Fig. 1: the metal 1 layer
Cells faint in the background.
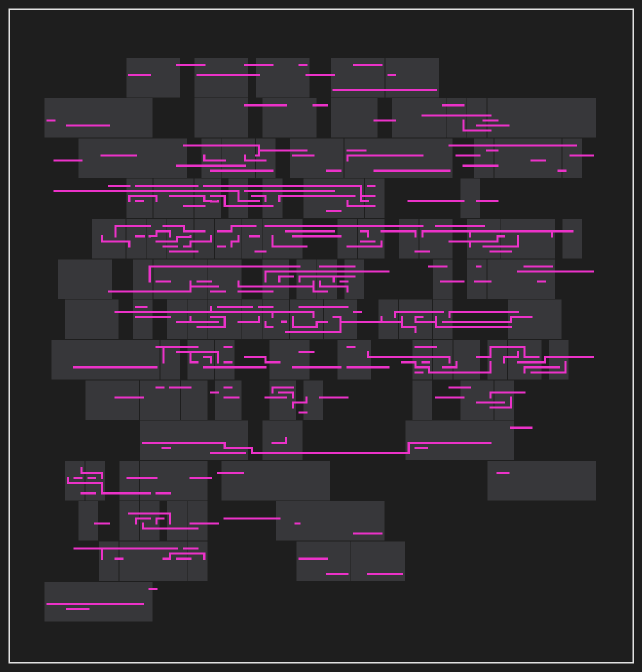
Fig. 2: signal wires on met2
Scale bar: 10 µm.
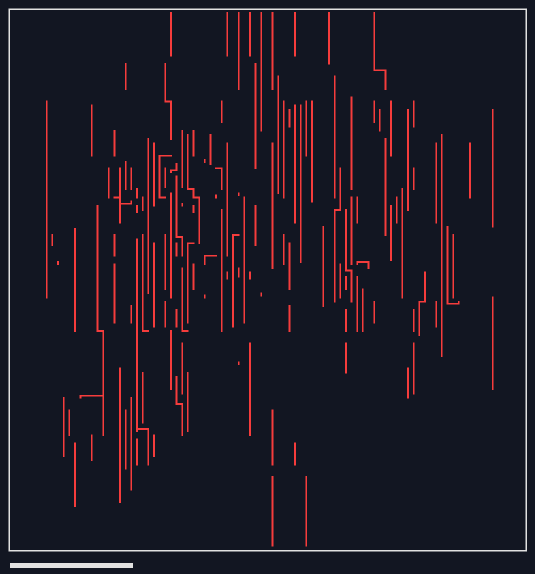
===== src/rtl/vitality_pkg.sv =====
// Shared types for the vitality state controller and consumers of state_out:
// state encoding, rate-enable bundle order and the per-state enable decode.
package vitality_pkg;

  typedef enum logic [1:0] {
    ST_AWAKE  = 2'b00,
    ST_ASLEEP = 2'b01,
    ST_DYING  = 2'b10,
    ST_DEAD   = 2'b11
  } vit_state_e;

  // Bundle order, MSB first: en_inc, en_dec, st_dec, pl_inc.
  typedef struct packed {
    logic en_inc;
    logic en_dec;
    logic st_dec;
    logic pl_inc;
  } rate_en_t;

  localparam int RATE_EN_W = $bits(rate_en_t);

  function automatic int cnt_width(input int max_val);
    if (max_val < 1) return 1;
    return $clog2(max_val + 1);
  endfunction

  function automatic rate_en_t decode_rate_en(input vit_state_e st);
    rate_en_t r;
    r = '0;
    case (st)
      ST_AWAKE:  r.en_dec = 1'b1;
      ST_ASLEEP: begin
        r.en_inc = 1'b1;
        r.st_dec = 1'b1;
        r.pl_inc = 1'b1;
      end
      ST_DYING:  r.en_dec = 1'b1;
      default:   r = '0;
    endcase
    return r;
  endfunction

endpackage


===== src/rtl/vitality_state_controller_sat_tick_counter.sv =====
// Saturating up-counter: synchronous clear, tick-gated increment, stops at LIMIT
// and flags when it sits there. Used for the sleep and dying counters.
module sat_tick_counter
  import vitality_pkg::*;
#(
  parameter int LIMIT = 4,
  parameter int CNT_W = cnt_width(LIMIT)
) (
  input  logic clk,
  input  logic rst,
  input  logic clr,
  input  logic tick,
  input  logic inc,
  output logic at_limit
);

  localparam logic [CNT_W-1:0] LIMIT_Q = CNT_W'(LIMIT);

  if (LIMIT < 0) begin : g_bad_limit
    $error("sat_tick_counter: LIMIT must be non-negative");
  end

  logic [CNT_W-1:0] cnt;

  // Clear wins over increment; the count never wraps past LIMIT.
  always_ff @(posedge clk) begin
    if (rst || clr) begin
      cnt <= '0;
    end else if (tick && inc && !at_limit) begin
      cnt <= cnt + 1'b1;
    end
  end

  assign at_limit = (cnt >= LIMIT_Q);

endmodule


===== src/rtl/vitality_state_controller.sv =====
// Physical-state FSM (AWAKE/ASLEEP/DYING/DEAD) with tick-gated updates, sleep/wake
// hysteresis, minimum sleep and internal death timeout. Optional: VITALITY_REVIVE_EN.
module vitality_state_controller
  import vitality_pkg::*;
#(
  parameter int IND_W           = 2,
  parameter int SLEEP_LVL       = 1,
  parameter int WAKE_LVL        = 3,
  parameter int STRESS_WAKE_LVL = 2,
  parameter int MIN_SLEEP_TICKS = 4,
  parameter int DYING_TICKS     = 8
) (
  input  logic             clk,
  input  logic             rst,
  input  logic             tick,
  input  logic [IND_W-1:0] energy_level,
  input  logic [IND_W-1:0] stress_level,
  input  logic             revive,
  output logic [1:0]       state_out,
  output logic             fell_asleep,
  output logic             woke_up,
  output logic             died,
  output logic             en_inc,
  output logic             en_dec,
  output logic             st_dec,
  output logic             pl_inc
);

  if (IND_W < 1) begin : g_bad_ind_w
    $error("vitality_state_controller: IND_W must be at least 1");
  end
  if (WAKE_LVL <= SLEEP_LVL) begin : g_bad_hyst
    $error("vitality_state_controller: WAKE_LVL must exceed SLEEP_LVL");
  end
  if (DYING_TICKS < 1) begin : g_bad_dying
    $error("vitality_state_controller: DYING_TICKS must be at least 1");
  end
  if (MIN_SLEEP_TICKS < 0) begin : g_bad_sleep
    $error("vitality_state_controller: MIN_SLEEP_TICKS must be non-negative");
  end

  localparam logic [IND_W-1:0] SLEEP_Q  = IND_W'(SLEEP_LVL);
  localparam logic [IND_W-1:0] WAKE_Q   = IND_W'(WAKE_LVL);
  localparam logic [IND_W-1:0] STRESS_Q = IND_W'(STRESS_WAKE_LVL);

  vit_state_e state_p0;
  vit_state_e state_nxt;
  logic       fell_nxt;
  logic       woke_nxt;
  logic       died_nxt;
  logic       sleep_clr;
  logic       sleep_inc;
  logic       sleep_done;
  logic       dying_clr;
  logic       dying_inc;
  logic       dying_done;
  logic       revive_req;
  logic       energy_zero;
  logic       stress_high;
  rate_en_t   rate_en;

  assign energy_zero = (energy_level == '0);
  assign stress_high = (stress_level >= STRESS_Q);

`ifdef VITALITY_REVIVE_EN
  assign revive_req = revive && (state_p0 == ST_DEAD);
`else
  logic revive_unused;
  assign revive_unused = revive;
  assign revive_req    = 1'b0;
`endif

  sat_tick_counter #(
    .LIMIT (MIN_SLEEP_TICKS)
  ) u_sleep_cnt (
    .clk      (clk),
    .rst      (rst),
    .clr      (sleep_clr),
    .tick     (tick),
    .inc      (sleep_inc),
    .at_limit (sleep_done)
  );

  // Dying limit is DYING_TICKS-1: the tick that finds the counter there is the last one.
  sat_tick_counter #(
    .LIMIT (DYING_TICKS - 1)
  ) u_dying_cnt (
    .clk      (clk),
    .rst      (rst),
    .clr      (dying_clr),
    .tick     (tick),
    .inc      (dying_inc),
    .at_limit (dying_done)
  );

  // State register and event pulses
  always_ff @(posedge clk) begin
    if (rst) begin
      state_p0    <= ST_AWAKE;
      fell_asleep <= 1'b0;
      woke_up     <= 1'b0;
      died        <= 1'b0;
    end else begin
      state_p0    <= state_nxt;
      fell_asleep <= fell_nxt;
      woke_up     <= woke_nxt;
      died        <= died_nxt;
    end
  end

  // Next-state and counter control
  always_comb begin
    state_nxt = state_p0;
    fell_nxt  = 1'b0;
    woke_nxt  = 1'b0;
    died_nxt  = 1'b0;
    sleep_clr = 1'b0;
    sleep_inc = 1'b0;
    dying_clr = 1'b0;
    dying_inc = 1'b0;
    if (revive_req) begin
      state_nxt = ST_AWAKE;
      woke_nxt  = 1'b1;
      sleep_clr = 1'b1;
      dying_clr = 1'b1;
    end else begin
      case (state_p0)
        ST_AWAKE: begin
          if (tick && energy_zero) begin
            state_nxt = ST_DYING;
            dying_clr = 1'b1;
          end else if (tick && (energy_level <= SLEEP_Q) && !stress_high) begin
            state_nxt = ST_ASLEEP;
            fell_nxt  = 1'b1;
            sleep_clr = 1'b1;
          end
        end
        ST_ASLEEP: begin
          sleep_inc = 1'b1;
          if (tick && energy_zero) begin
            state_nxt = ST_DYING;
            dying_clr = 1'b1;
          end else if (tick && stress_high) begin
            state_nxt = ST_AWAKE;
            woke_nxt  = 1'b1;
          end else if (tick && (energy_level >= WAKE_Q) && sleep_done) begin
            state_nxt = ST_AWAKE;
            woke_nxt  = 1'b1;
          end
        end
        ST_DYING: begin
          if (tick && !energy_zero) begin
            state_nxt = ST_AWAKE;
            dying_clr = 1'b1;
          end else if (tick && dying_done) begin
            state_nxt = ST_DEAD;
            died_nxt  = 1'b1;
          end else begin
            dying_inc = energy_zero;
          end
        end
        ST_DEAD: state_nxt = ST_DEAD;
        default: state_nxt = ST_AWAKE;
      endcase
    end
  end

  // Rate enables decoded from the registered state
  always_comb begin
    rate_en = decode_rate_en(state_p0);
    en_inc  = rate_en.en_inc;
    en_dec  = rate_en.en_dec;
    st_dec  = rate_en.st_dec;
    pl_inc  = rate_en.pl_inc;
  end

  assign state_out = state_p0;

endmodule


===== config.mk =====
export PLATFORM = sky130hd
export DESIGN_NAME = vitality_state_controller
export DESIGN_NICKNAME = d
export VERILOG_FILES = /design/src/rtl/vitality_pkg.sv /design/src/rtl/vitality_state_controller_sat_tick_counter.sv /design/src/rtl/vitality_state_controller.sv
export SDC_FILE = /design/constraint.sdc
export NUM_CORES = 1
export LEC_CHECK = 0
export ABC_AREA = 1
export CORE_AREA = 2 2 40 42
export DETAILED_ROUTE_END_ITERATION = 16
export DIE_AREA = 0 0 42 44
export MAX_ROUTING_LAYER = met4
export PLACE_DENSITY = 0.78
export REMOVE_ABC_BUFFERS = 1
export SLEW_MARGIN = 40
export SYNTH_ARGS = -nofsm -noshare
export SYNTH_HDL_FRONTEND = slang
export SYNTH_HIERARCHICAL = 1
export SYNTH_SLANG_ARGS = --single-unit

===== constraint.sdc =====
create_clock -name clk -period 4 [get_ports clk]
set_input_delay 1 -clock clk [delete_from_list [all_inputs] [get_ports clk]]
set_output_delay 1 -clock clk [all_outputs]
set_load 0.01 [all_outputs]

==> impl_metrics.ini <==
; implementation run metrics
[clock_tree]
cts_num_sinks = 11
post_cts_buffers = 0
tritoncts_clock_tree = yes
htree_num_levels = 1
cts_made_buffers = 3
cts.clk_slew.worst_paths_ns = 0.08
cts-root-buf = clkbuf_4
clk_path_buf_depth = 2

[setup_path]
critical_path.slowest_cell = clkdlybuf4s50_1
timing.critical_path.required_ns = 3.00
slowest_delay_ns = 0.59
cp.buffers_inverters = 2

[drt]
routed_wirelength_um = 1301
avgRoutedWirePerCell_um = 10.24

[yosys]
numSynthFlops = 11
gate_count_of_the_mapped_netlist = 96
synth_sequential_area_ratio = 0.3308
synth-cells-yosys = 96

[cells_and_area]
nNetsFinal = 124
seq_area_um2 = 220.2

[place]
dp_hpwl_um = 1050
placed_area_um2 = 807.0

[global_route]
first_global_vias = 571
grt_start_max_net_pins = 12

[status]
outcome = complete, no violations

[final_timing]
rsz0062_at_grt = false
## Picture notes: Fig. 1
The layer holds 43% of the routed length. The layer carries 554 µm of wire. 111 nets have wire on it. The wires run mostly horizontal. The longest straight run is 13.3 µm.

## Picture notes: Fig. 2
The longest straight run is 18.0 µm. The layer holds 50% of the routed length. The wires run mostly vertical. The layer carries 653 µm of wire.

-- power by group through the flow --
| stage | Clock [mW] | Sequential, mW | Combinational (mW) |
|---|---|---|---|
| floorplan | 0 | 0.121 | 0.0308 |
| global placement | 0 | 0.121 | 0.0572 |
| detailed placement | 0 | 0.121 | 0.0580 |
| CTS | 0.0785 | 0.118 | 0.0584 |
| global route | 0.0845 | 0.119 | 0.0652 |
| finish | 0.0773 | 0.118 | 0.0584 |
-- synthesized netlist by cell type (all sizes together) --
master  count
clkbuf      1
a21boi      2
ha          4
nor2       19
nand4       4
buf         2
nor3        1
dfxtp      11
a21oi       2
o21ai       2
and3        1
nand2      21
a31oi       2
clkinv      1
inv        13
nand3       9
a221oi      1
-- state kept, by name, indices dropped and copies added (netlist names) --
name and count:
u_dying_cnt/cnt 3, u_sleep_cnt/cnt 3, state_out 2, died 1, fell_asleep 1, woke_up 1
-- layer usage --
layer | share of wire | routed length, µm | track usage
met1 | 0.43 | 553 | 0.1807
met2 | 0.50 | 652 | 0.2844
met3 | 0.052 | 68 | 0.02500
met4 | 0.020 | 26 | 0.09677
met5 | 0 | 0 | -
-- logic make-up (layout without fill, tap and decap cells) --
group           after synthesis  count (layout)  synth area share
compound gates                9               9           0.08458
fa+ha+maj                     4               4           0.07519
buf+inv                      17              32            0.1090
flops                        11              11            0.3308
simple gates                 55              55            0.4004
-- worst min-delay path: cells and delay by family, from the launching register on --
family | cells | cell delay [ns]
buffers and inverters | 1 | 0.06
DFF | 1 | 0.33
AOI/OAI and AO/OA | 1 | 0.06
-- layout make-up --
type,instances,area share
multi-input cells,68,0.4474
inverters,14,0.06456
well taps,16,0.02402
repair buffers,14,0.1682
flip-flops and latches,11,0.2643
clock buffers,4,0.03153
-- cells in the final DEF (no fill, tap or decap) --
master / instances
a221oi_1: 1
clkbuf_4: 3
nand4_1: 4
a21boi_1: 2
nor2_4: 1
nor2_2: 4
a21oi_1: 2
nand2_2: 1
inv_2: 6
nand3_1: 6
o21ai_0: 2
clkinv_2: 1
nor2_1: 14
nand2_1: 20
inv_1: 7
clkbuf_1: 1
clkdlybuf4s50_1: 14
nand3_2: 3
ha_1: 4
and3_1: 1
dfxtp_1: 11
nor3_1: 1
a31oi_1: 2
-- metrics by stage --
step	instances	hold WS [ns]	power, mW	setup slack (ns)
floorplan	93	0.4504	0.1518	2.088
global placement	123	0.4622	0.1777	1.441
detailed placement	123	0.4761	0.1787	1.417
CTS	127	0.4868	0.2550	1.379
global route	127	0.4996	0.2684	1.286
finish	127	0.4853	0.2538	1.391
-- worst max path at each step --
stage | start | to | cells past startpoint
final | state_out[0] | pl_inc | 3
after global routing | state_out[0] | en_inc | 3
after floorplan | state_out[0] | en_inc | 2
after global placement | tick | u_dying_cnt/cnt[1] | 9
after detailed placement | tick | u_dying_cnt/cnt[1] | 9
after CTS | state_out[0] | pl_inc | 3
No activity file was given, so power comes from the tool's default toggle rates.
